<file path="src/rtl/dmi_reg_responder.sv">
// DMI target answering read/write/nop requests from a local register file.
// Reg 0 is a read-only ID; one transaction in flight, fixed response latency.
module dmi_reg_responder #(
  parameter int          data_width_p  = 32,
  parameter int          addr_width_p  = 7,
  parameter int          num_regs_p    = 16,
  parameter int          rsp_latency_p = 2,
  parameter logic [31:0] id_p          = 32'h1
) (
  input  logic                    clk_i,
  input  logic                    rst_ni,
  input  logic                    dmi_rst_n,
  input  logic                    dmi_req_valid,
  output logic                    dmi_req_ready,
  input  logic [addr_width_p-1:0] dmi_req_addr,
  input  logic [1:0]              dmi_req_op,
  input  logic [data_width_p-1:0] dmi_req_data,
  output logic                    dmi_rsp_valid,
  input  logic                    dmi_rsp_ready,
  output logic [data_width_p-1:0] dmi_rsp_data,
  output logic [1:0]              dmi_rsp_resp
);

  localparam logic [1:0] IDLE = 2'd0;
  localparam logic [1:0] WAIT = 2'd1;
  localparam logic [1:0] RESP = 2'd2;

  localparam logic [1:0] OP_NOP   = 2'd0;
  localparam logic [1:0] OP_READ  = 2'd1;
  localparam logic [1:0] OP_WRITE = 2'd2;

  localparam logic [1:0] RESP_OK     = 2'd0;
  localparam logic [1:0] RESP_FAILED = 2'd2;

  localparam int idx_w_c = $clog2(num_regs_p);
  localparam int cnt_w_c = (rsp_latency_p > 0) ? $clog2(rsp_latency_p + 1) : 1;

  localparam logic [cnt_w_c-1:0]      cnt_load_c =
    (rsp_latency_p > 0) ? cnt_w_c'(rsp_latency_p - 1) : '0;
  localparam logic [addr_width_p:0]   num_regs_c = (addr_width_p + 1)'(num_regs_p);
  localparam logic [data_width_p-1:0] id_c       = data_width_p'(id_p);

  logic [1:0]              state_q;
  logic [cnt_w_c-1:0]      cnt_q;
  logic [data_width_p-1:0] regs_q [num_regs_p];
  logic [data_width_p-1:0] rsp_data_q;
  logic [1:0]              rsp_resp_q;

  logic                    accept;
  logic                    in_range;
  logic [idx_w_c-1:0]      idx;
  logic [data_width_p-1:0] rd_data_d;
  logic [1:0]              resp_d;
  logic                    wr_en;

  // While the soft reset is held, ready stays high but nothing is taken.
  assign dmi_req_ready = (state_q == IDLE);
  assign accept        = dmi_req_valid && dmi_req_ready && dmi_rst_n;
  assign dmi_rsp_valid = (state_q == RESP);
  assign dmi_rsp_data  = rsp_data_q;
  assign dmi_rsp_resp  = rsp_resp_q;

  assign in_range = ({1'b0, dmi_req_addr} < num_regs_c);
  assign idx      = dmi_req_addr[idx_w_c-1:0];

  always_comb begin
    rd_data_d = '0;
    resp_d    = RESP_OK;
    wr_en     = 1'b0;
    case (dmi_req_op)
      OP_NOP: begin
        resp_d = RESP_OK;
      end
      OP_READ: begin
        if (!in_range)                 resp_d    = RESP_FAILED;
        else if (dmi_req_addr == '0)   rd_data_d = id_c;
        else                           rd_data_d = regs_q[idx];
      end
      OP_WRITE: begin
        if (in_range && (dmi_req_addr != '0)) wr_en  = 1'b1;
        else                                  resp_d = RESP_FAILED;
      end
      default: begin
        resp_d = RESP_FAILED;
      end
    endcase
  end

  // The response is computed at accept time and held until the handshake.
  always_ff @(posedge clk_i or negedge rst_ni) begin
    if (!rst_ni) begin
      state_q    <= IDLE;
      cnt_q      <= '0;
      rsp_data_q <= '0;
      rsp_resp_q <= RESP_OK;
    end else if (!dmi_rst_n) begin
      state_q    <= IDLE;
      cnt_q      <= '0;
      rsp_data_q <= '0;
      rsp_resp_q <= RESP_OK;
    end else begin
      case (state_q)
        IDLE: begin
          if (accept) begin
            rsp_data_q <= rd_data_d;
            rsp_resp_q <= resp_d;
            if (rsp_latency_p > 0) begin
              state_q <= WAIT;
              cnt_q   <= cnt_load_c;
            end else begin
              state_q <= RESP;
            end
          end
        end
        WAIT: begin
          if (cnt_q == '0) state_q <= RESP;
          else             cnt_q   <= cnt_q - 1'b1;
        end
        RESP: begin
          if (dmi_rsp_ready) state_q <= IDLE;
        end
        default: begin
          state_q <= IDLE;
        end
      endcase
    end
  end

  always_ff @(posedge clk_i or negedge rst_ni) begin
    if (!rst_ni) begin
      for (int i = 0; i < num_regs_p; i++) regs_q[i] <= '0;
    end else if (!dmi_rst_n) begin
      for (int i = 0; i < num_regs_p; i++) regs_q[i] <= '0;
    end else if (accept && wr_en) begin
      regs_q[idx] <= dmi_req_data;
    end
  end

endmodule

</file>
<file path="config.mk">
export PLATFORM = sky130hd
export DESIGN_NAME = dmi_reg_responder
export DESIGN_NICKNAME = d
export VERILOG_FILES = /design/src/rtl/dmi_reg_responder.sv
export SDC_FILE = /design/constraint.sdc
export NUM_CORES = 1
export LEC_CHECK = 0
export ABC_CLOCK_PERIOD_IN_PS = 3900
export CORE_MARGIN = 4
export CORE_UTILIZATION = 50
export CTS_CLUSTER_DIAMETER = 200
export DETAILED_ROUTE_END_ITERATION = 12
export PLACE_DENSITY = 0.68
export SLEW_MARGIN = 20
export SYNTH_ARGS = -nofsm -noshare
export SYNTH_HDL_FRONTEND = slang
export SYNTH_SLANG_ARGS = --single-unit
</file>
<file path="constraint.sdc">
create_clock -name clk_i -period 3.9 [get_ports clk_i]
set_input_delay 0.78 -clock clk_i [delete_from_list [all_inputs] [get_ports clk_i]]
set_output_delay 0.78 -clock clk_i [all_outputs]
set_load 0.05 [all_outputs]
</file>
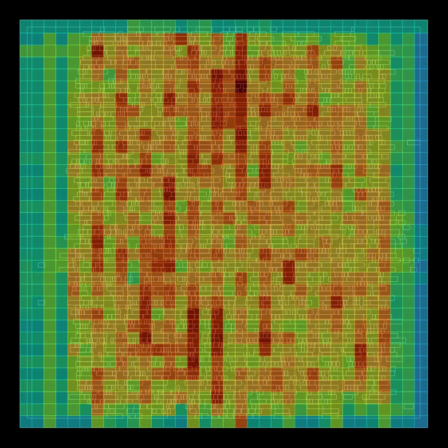
*Routing congestion*
Top Usage Layer GRT: met2
routing usage on met2: 38.0%
wire per inst: 22.4 um
met1 usage: 36.0%
GR Layer Usage met3: 3.78%

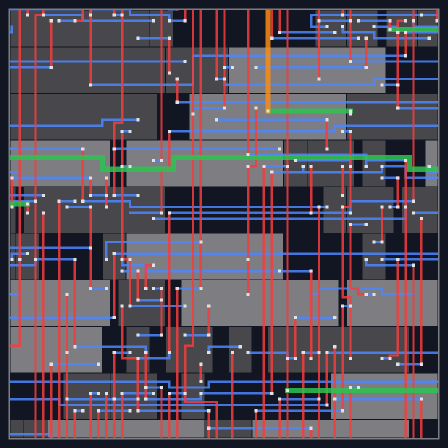
*Zoomed window*
Region (105, 105) to (130, 130) um. Cells in grey, sequential cells in the stronger grey; small squares are vias.
[blue] met1
[orange] met4
[red] met2
[green] met3
netlist names of flops here include: regs_q (10)
sequential cells in the window: 10
cells with their middle in the window: 38
most frequent: nand2_1 (10), dfrtp_1 (10), a21boi_1 (6)

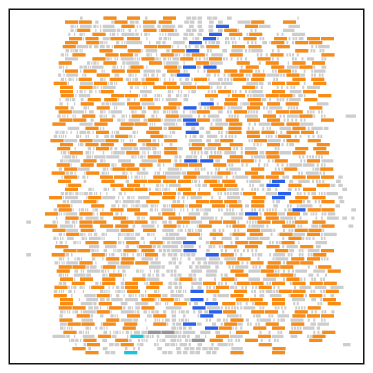
*Sequential cells coloured by netlist name*
(1.5 px per um)
[orange] regs_q | placed flops: 512 | where: all over the die
[cyan] cnt_q | placed flops: 2
[blue] dmi_rsp_data | placed flops: 32
P_seq: 5710 uW
Reg area: 0.0137 mm2

==> metal layers <==
| layer | vias up | GRT usage, % | share of wire (%) |
|---|---|---|---|
| li1 | 8323 | - | - |
| met1 | 9516 | 36.0 | 44 |
| met2 | 645 | 38.0 | 47 |
| met3 | 120 | 3.78 | 6.6 |
| met4 | 0 | 7.24 | 2.6 |
| met5 | - | 0 | 0 |
==> cell usage in the layout (no fill, tap or decap), drive strengths merged, types with 8 or more instances in the layout <==
| cell | count |
|---|---|
| a21boi | 225 |
| clkbuf | 82 |
| dfrtp | 549 |
| clkdlybuf4s50 | 75 |
| nand3 | 257 |
| clkinv | 12 |
| nand2 | 484 |
| a2bb2oi | 31 |
| mux2i | 63 |
| buf | 62 |
| o21ai | 289 |
| and4 | 8 |
| nor2 | 8 |
| and2 | 36 |
| mux4 | 126 |
| nand4 | 15 |
==> cell type report <==
type / instances / share of cell area, %
clock buffer: 82 / 5.86
inverter: 5 / 0.0652
tap: 680 / 2.96
antenna: 5 / 0.0435
timing repair buffer: 137 / 4.88
clock inverter: 20 / 0.813
multi-input combinational: 1578 / 37.7
sequential: 549 / 47.7
==> flip-flops by register name, summed over array words and instances, names as in the netlist <==
name          count
state_q           2
dmi_rsp_resp      1
regs_q          512
cnt_q             2
dmi_rsp_data     32
==> power breakdown <==
group          switching [uW]  internal, uW  leakage (uW)  total, uW
registers                8.87          5700       0.00767       5710
clock network            2240          3310      0.000958       5550
logic                     469           200       0.00341        669
total                    2720          9210        0.0120      11900
==> cells by family (layout without fill, tap and decap cells) <==
| logic type | Yosys count | in the layout | synth area share (%) |
|---|---|---|---|
| buffers and inverters | 257 | 244 | 4.84 |
| adder cells (fa/ha/maj) | 1 | 1 | 0.0484 |
| other | 1 | 6 | 0.0145 |
| AND-OR/OR-AND | 553 | 553 | 13.4 |
| multiplexers | 193 | 193 | 13.7 |
| AND/OR/NAND/NOR | 830 | 830 | 14.8 |
| flip-flops | 549 | 549 | 53.2 |
==> worst max-delay path, cell delays in order (launching register included) <==
cell             delay, ps
dfrtp_1                520
nor2b_1                220
clkdlybuf4s50_1        840
==> worst max path at each step <==
stage,startpoint,to,slack (ps),cells after the start
3_5_place_dp,dmi_req_op[0],regs_q[163],610,7
2_1_floorplan,dmi_req_addr[0],dmi_rsp_data[20],1520,6
4_1_cts,state_q[1],dmi_rsp_valid,910,2
5_1_grt,state_q[1],dmi_rsp_valid,830,2
3_3_place_gp,dmi_req_op[0],regs_q[179],700,7
6_report,state_q[1],dmi_rsp_valid,940,2
==> per-stage QoR <==
| stage | std cells | instance area [um2] | util [%] |
|---|---|---|---|
| 6_report | 3056 | 28800 | 56.2 |
| 4_1_cts | 3051 | 28800 | 56.2 |
| 5_1_grt | 3056 | 28800 | 56.2 |
| 2_1_floorplan | 2384 | 25800 | - |
| 3_3_place_gp | 2949 | 26900 | 52.5 |
| 3_5_place_dp | 2949 | 26900 | 52.5 |
==> flow_summary.ini <==
; implementation run metrics
[critical_path]
endpoint_kind = primary output
reg2reg_depth = 6
crit_type = flop to primary output
reg2reg_slack_ps = 1430
rr_startpoint = state_q[1]
cp_max_fo = 9
r2r-end = regs_q[163]
cp.arrival_ps = 2180
start_kind = flop
cp.required_ps = 3120

[route]
viasPerCell = 6.09
totalWireLength_mm = 68.5
first_pass_iters = 5
via_count = 18600
drc = 0
postRouteAntennaNets = 0
drtIter0Drc = 2162

[global_route]
grt_usage_pct = 24.4
grt_max_degree = 250
grt_pass1_vias = 18300
grt_overflow_total = 0
grt_pass1_wl_mm = 108
antenna_found_initial = 5

[logic_synthesis]
synth_flops = 549
flop_cell = dfrtp_1
yosys-top-cells-count = dfrtp_1, nand2_1, o21ai_1
avgSynthCellArea_um2 = 10.8
top_cell = dfrtp_1
edf_count = 0
synth_cell_types = 49
synth_top_area_share_pct = 53.2
synth_warnings = 0
ys_cells = 2384
synthesis.area_mm2 = 0.0258
postSynthSeqShare_pct = 53.2
fp_nets = 2431
postSynthCellCount = 2384
ys_chip_area_mm2 = 0.0258
async_flop_share_pct = 100
largest_area_cell = dfrtp_1
area_leaders = dfrtp_1, mux4_2, nand2_1

[layout]
syn2layout_area_growth_pct = 11.5
nets = 2373
fillerInstances = 4241
layout-drive-gt1-share_pct = 12.6
comb_area_mm2 = 0.0108

[placement]
preCtsSetupSlack_ps = 608
gp_congestion = 0.820
io_buffers = 80
dp_hpwl_mm = 39.7

[clocking]
tritoncts = done
cts-buffers-inserted = 55
clock-sinks = 549
clk_pin_slew_ps = 60
cts.hold.buffers_added = 0
clock_path_buffers = 3
cts_resized = 0
htreeDepth = 2
clock.latency.late_pin_ps = 610
postCtsSetupBuffers = 0
clock-root-buffer = clkbuf_16

[power_and_ir_drop]
total_leakage_power_uw = 0.0120
power_uw = 11900
power_density_mw_per_mm2 = 414
vdd_ir_drop_max_mv = 0.338

[sta]
rsz0062_at_grt = no
finalCritPeriodShare_pct = 76.0
hold_viol = 0
clock_skew_ps = 13.2
tns_ps = 0
setup_slack_ps = 938
worst_pin_slew_ps = 1000
setup_violations = 0
max_freq_mhz = 338
drv_slew = 0
holdWs_ps = 134
slew_headroom_pct = 33.3
final.min_clock_period_ps = 2960

[floorplanning]
rows = 83
pin_count = 82
dieArea_mm2 = 0.0553
dieWidth_um = 235
fp.dieH_um = 235
fp-utilization_pct = 50.4
core_area_mm2 = 0.0512

[flow_run]
warnings = 36
cap_violations = 0

[worst_hold_path]
hp-class = input port to asynchronous set/reset pin

[outcome]
status = completed
Power figures rest on the tool's default switching activity, not on a simulated workload.
